Run 1, routing congestion:
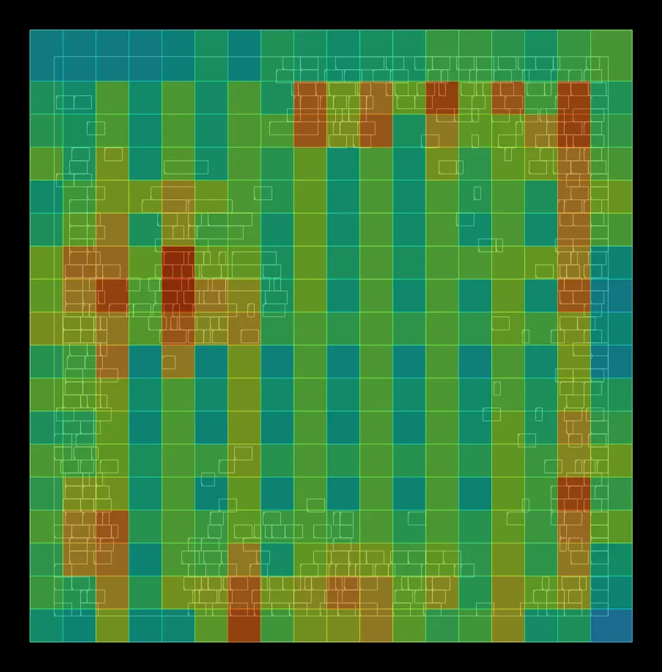
Run 1, M4 wires:
(3 px per um)
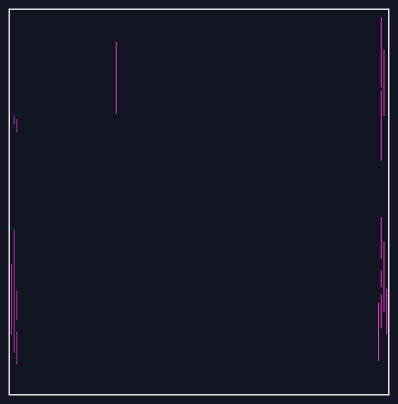
Run 1, supply network:
(4 px per um) Pins as bars on the die edge.
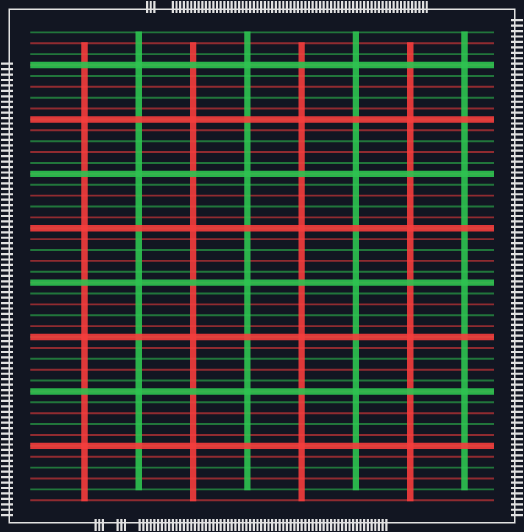
<file path="src/rtl/common_types_pkg.sv">
// Shared AHB-Lite types and helpers for the two-master arbiter.
package common_types_pkg;

    // AHB-Lite transfer type encoding.
    typedef enum logic [1:0] {
        HTRANS_IDLE   = 2'b00,
        HTRANS_BUSY   = 2'b01,
        HTRANS_NONSEQ = 2'b10,
        HTRANS_SEQ    = 2'b11
    } htrans_t;

    // Which upstream port owns an address or data phase.
    typedef enum logic [1:0] {
        OWNER_NONE = 2'd0,
        OWNER_M0   = 2'd1,
        OWNER_M1   = 2'd2
    } arb_owner_t;

    localparam int AHB_AW = 32;
    localparam int AHB_DW = 32;

    // NONSEQ and SEQ move data; IDLE and BUSY do not.
    function automatic logic htrans_is_xfer(input htrans_t t);
        return (t == HTRANS_NONSEQ) || (t == HTRANS_SEQ);
    endfunction

endpackage

</file>
<file path="src/rtl/ahb_bus_if.sv">
// AHB-Lite bus bundle; the master modport drives address/control/write data.
interface ahb_bus_if;
    import common_types_pkg::*;

    logic [AHB_AW-1:0] haddr;
    logic [2:0]        hsize;
    logic [2:0]        hburst;
    htrans_t           htrans;
    logic              hwrite;
    logic [AHB_DW-1:0] hwdata;
    logic [AHB_DW-1:0] hrdata;
    logic              hready;
    logic              hresp;

    modport master (
        output haddr, hsize, hburst, htrans, hwrite, hwdata,
        input  hrdata, hready, hresp
    );

    modport slave (
        input  haddr, hsize, hburst, htrans, hwrite, hwdata,
        output hrdata, hready, hresp
    );

endinterface

</file>
<file path="src/rtl/ahb_rr_pick.sv">
// Two-input winner selection: a lone requester wins; a tie goes to the
// port not last granted when en=1, otherwise to m0.
module ahb_rr_pick
    import common_types_pkg::*;
(
    input  logic [1:0] req,
    input  arb_owner_t lg,
    input  logic       en,
    output arb_owner_t winner
);

    // Pick a winner from the current request vector.
    always_comb begin
        winner = OWNER_NONE;
        case (req)
            2'b01:   winner = OWNER_M0;
            2'b10:   winner = OWNER_M1;
            2'b11:   winner = (en && (lg == OWNER_M0)) ? OWNER_M1 : OWNER_M0;
            default: winner = OWNER_NONE;
        endcase
    end

endmodule

</file>
<file path="src/rtl/ahb_arbiter.sv">
// Two-master AHB-Lite arbiter onto one shared bus. No data is buffered:
// address/control is muxed by the combinational next grant, write data
// and responses follow the registered data-phase owner.
module ahb_arbiter
    import common_types_pkg::*;
#(
    parameter bit RR_EN = 1'b1
) (
    input  logic      CLK,
    input  logic      nRST,
    ahb_bus_if.slave  m0,
    ahb_bus_if.slave  m1,
    ahb_bus_if.master s
);

    arb_owner_t r_ag;   // owner of the last accepted address phase
    arb_owner_t r_dp;   // owner of the data phase in progress
    arb_owner_t r_lg;   // last port granted a NONSEQ

    logic [1:0] w_req;
    arb_owner_t w_pick;
    arb_owner_t w_ng;
    htrans_t    w_ag_trans;
    htrans_t    w_sel_trans;
    logic       w_lock;

    assign w_req = {htrans_is_xfer(m1.htrans), htrans_is_xfer(m0.htrans)};

    ahb_rr_pick u_pick (
        .req    (w_req),
        .lg     (r_lg),
        .en     (RR_EN),
        .winner (w_pick)
    );

    // Next grant: held during wait states and inside a burst (SEQ/BUSY),
    // forced to NONE while reset is asserted so outputs go idle at once.
    always_comb begin
        w_ag_trans = (r_ag == OWNER_M0) ? m0.htrans :
                     (r_ag == OWNER_M1) ? m1.htrans : HTRANS_IDLE;
        w_lock     = (w_ag_trans == HTRANS_SEQ) || (w_ag_trans == HTRANS_BUSY);
        if (!nRST)
            w_ng = OWNER_NONE;
        else if (!s.hready || w_lock)
            w_ng = r_ag;
        else
            w_ng = w_pick;
    end

    // Address/control mux from the next-grant port; idle bus when NONE.
    always_comb begin
        s.haddr     = '0;
        s.hsize     = '0;
        s.hburst    = '0;
        s.hwrite    = 1'b0;
        w_sel_trans = HTRANS_IDLE;
        case (w_ng)
            OWNER_M0: begin
                s.haddr     = m0.haddr;
                s.hsize     = m0.hsize;
                s.hburst    = m0.hburst;
                s.hwrite    = m0.hwrite;
                w_sel_trans = m0.htrans;
            end
            OWNER_M1: begin
                s.haddr     = m1.haddr;
                s.hsize     = m1.hsize;
                s.hburst    = m1.hburst;
                s.hwrite    = m1.hwrite;
                w_sel_trans = m1.htrans;
            end
            default: ;
        endcase
        s.htrans = w_sel_trans;
    end

    // Write data follows the data-phase owner.
    always_comb begin
        s.hwdata = '0;
        case (r_dp)
            OWNER_M0: s.hwdata = m0.hwdata;
            OWNER_M1: s.hwdata = m1.hwdata;
            default:  s.hwdata = '0;
        endcase
    end

    // Read data is broadcast; the error response goes to the data owner only.
    always_comb begin
        m0.hrdata = s.hrdata;
        m1.hrdata = s.hrdata;
        m0.hresp  = (r_dp == OWNER_M0) ? s.hresp : 1'b0;
        m1.hresp  = (r_dp == OWNER_M1) ? s.hresp : 1'b0;
    end

    // Per-port ready: follow the bus when involved, stall a losing requester.
    always_comb begin
        m0.hready = 1'b1;
        m1.hready = 1'b1;
        if (nRST) begin
            if ((r_dp == OWNER_M0) || (w_ng == OWNER_M0))
                m0.hready = s.hready;
            else if (w_req[0])
                m0.hready = 1'b0;
            if ((r_dp == OWNER_M1) || (w_ng == OWNER_M1))
                m1.hready = s.hready;
            else if (w_req[1])
                m1.hready = 1'b0;
        end
    end

    // Grant, data-phase and last-grant registers advance only when the bus is ready.
    always_ff @(posedge CLK or negedge nRST) begin
        if (!nRST) begin
            r_ag <= OWNER_NONE;
            r_dp <= OWNER_NONE;
            r_lg <= OWNER_M1;
        end else if (s.hready) begin
            r_ag <= w_ng;
            r_dp <= htrans_is_xfer(w_sel_trans) ? w_ng : OWNER_NONE;
            if (w_sel_trans == HTRANS_NONSEQ)
                r_lg <= w_ng;
        end
    end

endmodule

</file>
<file path="src/flat_wrapper.sv">
// flat-port wrapper written by rule: the top's interface ports become plain ports
module ahb_arbiter_flat import common_types_pkg::*;
#(
    parameter bit RR_EN = 1'b1
)
  (CLK, nRST, m0_haddr, m0_hsize, m0_hburst, m0_htrans, m0_hwrite, m0_hwdata, m0_hrdata, m0_hready, m0_hresp, m1_haddr, m1_hsize, m1_hburst, m1_htrans, m1_hwrite, m1_hwdata, m1_hrdata, m1_hready, m1_hresp, s_haddr, s_hsize, s_hburst, s_htrans, s_hwrite, s_hwdata, s_hrdata, s_hready, s_hresp);
  ahb_bus_if m0_i ();
  ahb_bus_if m1_i ();
  ahb_bus_if s_i ();
  input  logic CLK;
  input  logic nRST;
  input wire logic [$bits(m0_i.haddr)-1:0] m0_haddr;
  input wire logic [$bits(m0_i.hsize)-1:0] m0_hsize;
  input wire logic [$bits(m0_i.hburst)-1:0] m0_hburst;
  input wire logic [$bits(m0_i.htrans)-1:0] m0_htrans;
  input wire logic [$bits(m0_i.hwrite)-1:0] m0_hwrite;
  input wire logic [$bits(m0_i.hwdata)-1:0] m0_hwdata;
  output wire logic [$bits(m0_i.hrdata)-1:0] m0_hrdata;
  output wire logic [$bits(m0_i.hready)-1:0] m0_hready;
  output wire logic [$bits(m0_i.hresp)-1:0] m0_hresp;
  input wire logic [$bits(m1_i.haddr)-1:0] m1_haddr;
  input wire logic [$bits(m1_i.hsize)-1:0] m1_hsize;
  input wire logic [$bits(m1_i.hburst)-1:0] m1_hburst;
  input wire logic [$bits(m1_i.htrans)-1:0] m1_htrans;
  input wire logic [$bits(m1_i.hwrite)-1:0] m1_hwrite;
  input wire logic [$bits(m1_i.hwdata)-1:0] m1_hwdata;
  output wire logic [$bits(m1_i.hrdata)-1:0] m1_hrdata;
  output wire logic [$bits(m1_i.hready)-1:0] m1_hready;
  output wire logic [$bits(m1_i.hresp)-1:0] m1_hresp;
  output wire logic [$bits(s_i.haddr)-1:0] s_haddr;
  output wire logic [$bits(s_i.hsize)-1:0] s_hsize;
  output wire logic [$bits(s_i.hburst)-1:0] s_hburst;
  output wire logic [$bits(s_i.htrans)-1:0] s_htrans;
  output wire logic [$bits(s_i.hwrite)-1:0] s_hwrite;
  output wire logic [$bits(s_i.hwdata)-1:0] s_hwdata;
  input wire logic [$bits(s_i.hrdata)-1:0] s_hrdata;
  input wire logic [$bits(s_i.hready)-1:0] s_hready;
  input wire logic [$bits(s_i.hresp)-1:0] s_hresp;
  assign m0_i.haddr = m0_haddr;
  assign m0_i.hsize = m0_hsize;
  assign m0_i.hburst = m0_hburst;
  assign m0_i.htrans = m0_htrans;
  assign m0_i.hwrite = m0_hwrite;
  assign m0_i.hwdata = m0_hwdata;
  assign m0_hrdata = m0_i.hrdata;
  assign m0_hready = m0_i.hready;
  assign m0_hresp = m0_i.hresp;
  assign m1_i.haddr = m1_haddr;
  assign m1_i.hsize = m1_hsize;
  assign m1_i.hburst = m1_hburst;
  assign m1_i.htrans = m1_htrans;
  assign m1_i.hwrite = m1_hwrite;
  assign m1_i.hwdata = m1_hwdata;
  assign m1_hrdata = m1_i.hrdata;
  assign m1_hready = m1_i.hready;
  assign m1_hresp = m1_i.hresp;
  assign s_haddr = s_i.haddr;
  assign s_hsize = s_i.hsize;
  assign s_hburst = s_i.hburst;
  assign s_htrans = s_i.htrans;
  assign s_hwrite = s_i.hwrite;
  assign s_hwdata = s_i.hwdata;
  assign s_i.hrdata = s_hrdata;
  assign s_i.hready = s_hready;
  assign s_i.hresp = s_hresp;
  ahb_arbiter #(.RR_EN(RR_EN)) u_core (.CLK(CLK), .nRST(nRST), .m0(m0_i), .m1(m1_i), .s(s_i));
endmodule
</file>
<file path="config.mk">
export PLATFORM = sky130hd
export DESIGN_NAME = ahb_arbiter_flat
export DESIGN_NICKNAME = d
export VERILOG_FILES = /design/src/rtl/common_types_pkg.sv /design/src/rtl/ahb_bus_if.sv /design/src/rtl/ahb_rr_pick.sv /design/src/rtl/ahb_arbiter.sv /design/src/flat_wrapper.sv
export SDC_FILE = /design/constraint.sdc
export NUM_CORES = 1
export LEC_CHECK = 0
export CAP_MARGIN = 30
export CORE_AREA = 5 5 121 123
export CTS_CLUSTER_SIZE = 16
export DETAILED_ROUTE_END_ITERATION = 10
export DIE_AREA = 0 0 126 128
export PLACE_DENSITY = 0.68
export SYNTH_ARGS = -nofsm -noshare
export SYNTH_HDL_FRONTEND = slang
export SYNTH_SLANG_ARGS = --single-unit
</file>
<file path="constraint.sdc">
create_clock -name CLK -period 11.3 [get_ports CLK]
set_clock_uncertainty 0.1 [all_clocks]
set_input_delay 3.39 -clock CLK [delete_from_list [all_inputs] [get_ports CLK]]
set_output_delay 3.39 -clock CLK [all_outputs]
set_load 0.05 [all_outputs]
</file>
==> impl_metrics.env <==
# physical design summary
export IMPL_outcome="completed"
export IMPL_hold_ws_ps=430.7
export IMPL_post_route_period_util_pct=92.88
export IMPL_mostFrequentLayoutCells="clkdlybuf4s50_1 (226), nor2_1 (75), a22oi_1 (73)"
export IMPL_pre_cts_ws_ps=787.5
export IMPL_drc_errors=0
export IMPL_period_minus_slack_ps=10500
export IMPL_initial_core_util_pct=13.77
export IMPL_p_seq_w=0.0000246
export IMPL_drv_cap=0
export IMPL_met2_usage_pct=21.16
export IMPL_hold_buffers=0
export IMPL_portBuffers=226
export IMPL_inverters_excl_clock=6
export IMPL_synth_cells=282
export IMPL_regArea_um2=151.4
export IMPL_overflow=0
export IMPL_synthDistinctLibCells=27
export IMPL_dominant_cells="non-clock buffers"
export IMPL_hold_class="flip-flop to flip-flop"
export IMPL_nonClockBufferCount=231
export IMPL_top_area_share_pct=29.36
export IMPL_place_inst=602
export IMPL_final_nets=613
export IMPL_cts_root_buffer="clkbuf_16"
export IMPL_top_logic_kind="AND-OR/OR-AND gates"
export IMPL_comb_cells=179
export IMPL_max_stage_delay_ps=840
export IMPL_path_cells="clkdlybuf4s50_1 -> nand2_1 -> o221ai_1 -> a211oi_2 -> ha_1 -> buf_4 -> a22oi_1 -> nor2_1 -> clkdlybuf4s50_1"
About 'routing congestion':
met1 usage in global routing: 12.65%
post-route core utilization: 29.04%
GRT Overall Usage: 11.56%
GR Layer Usage met3: 3.875%

About 'M4 wires':
The longest straight run is 40.8 um. The layer carries 270 um of wire. 15 nets have wire on it. The layer holds 2.6% of the routed length.

About 'supply network':
Key: VDD = green; VSS = red
44 met1 rails follow the rows. 323 signal pins sit on the boundary. 8 straps on met5. The core has 43 rows.

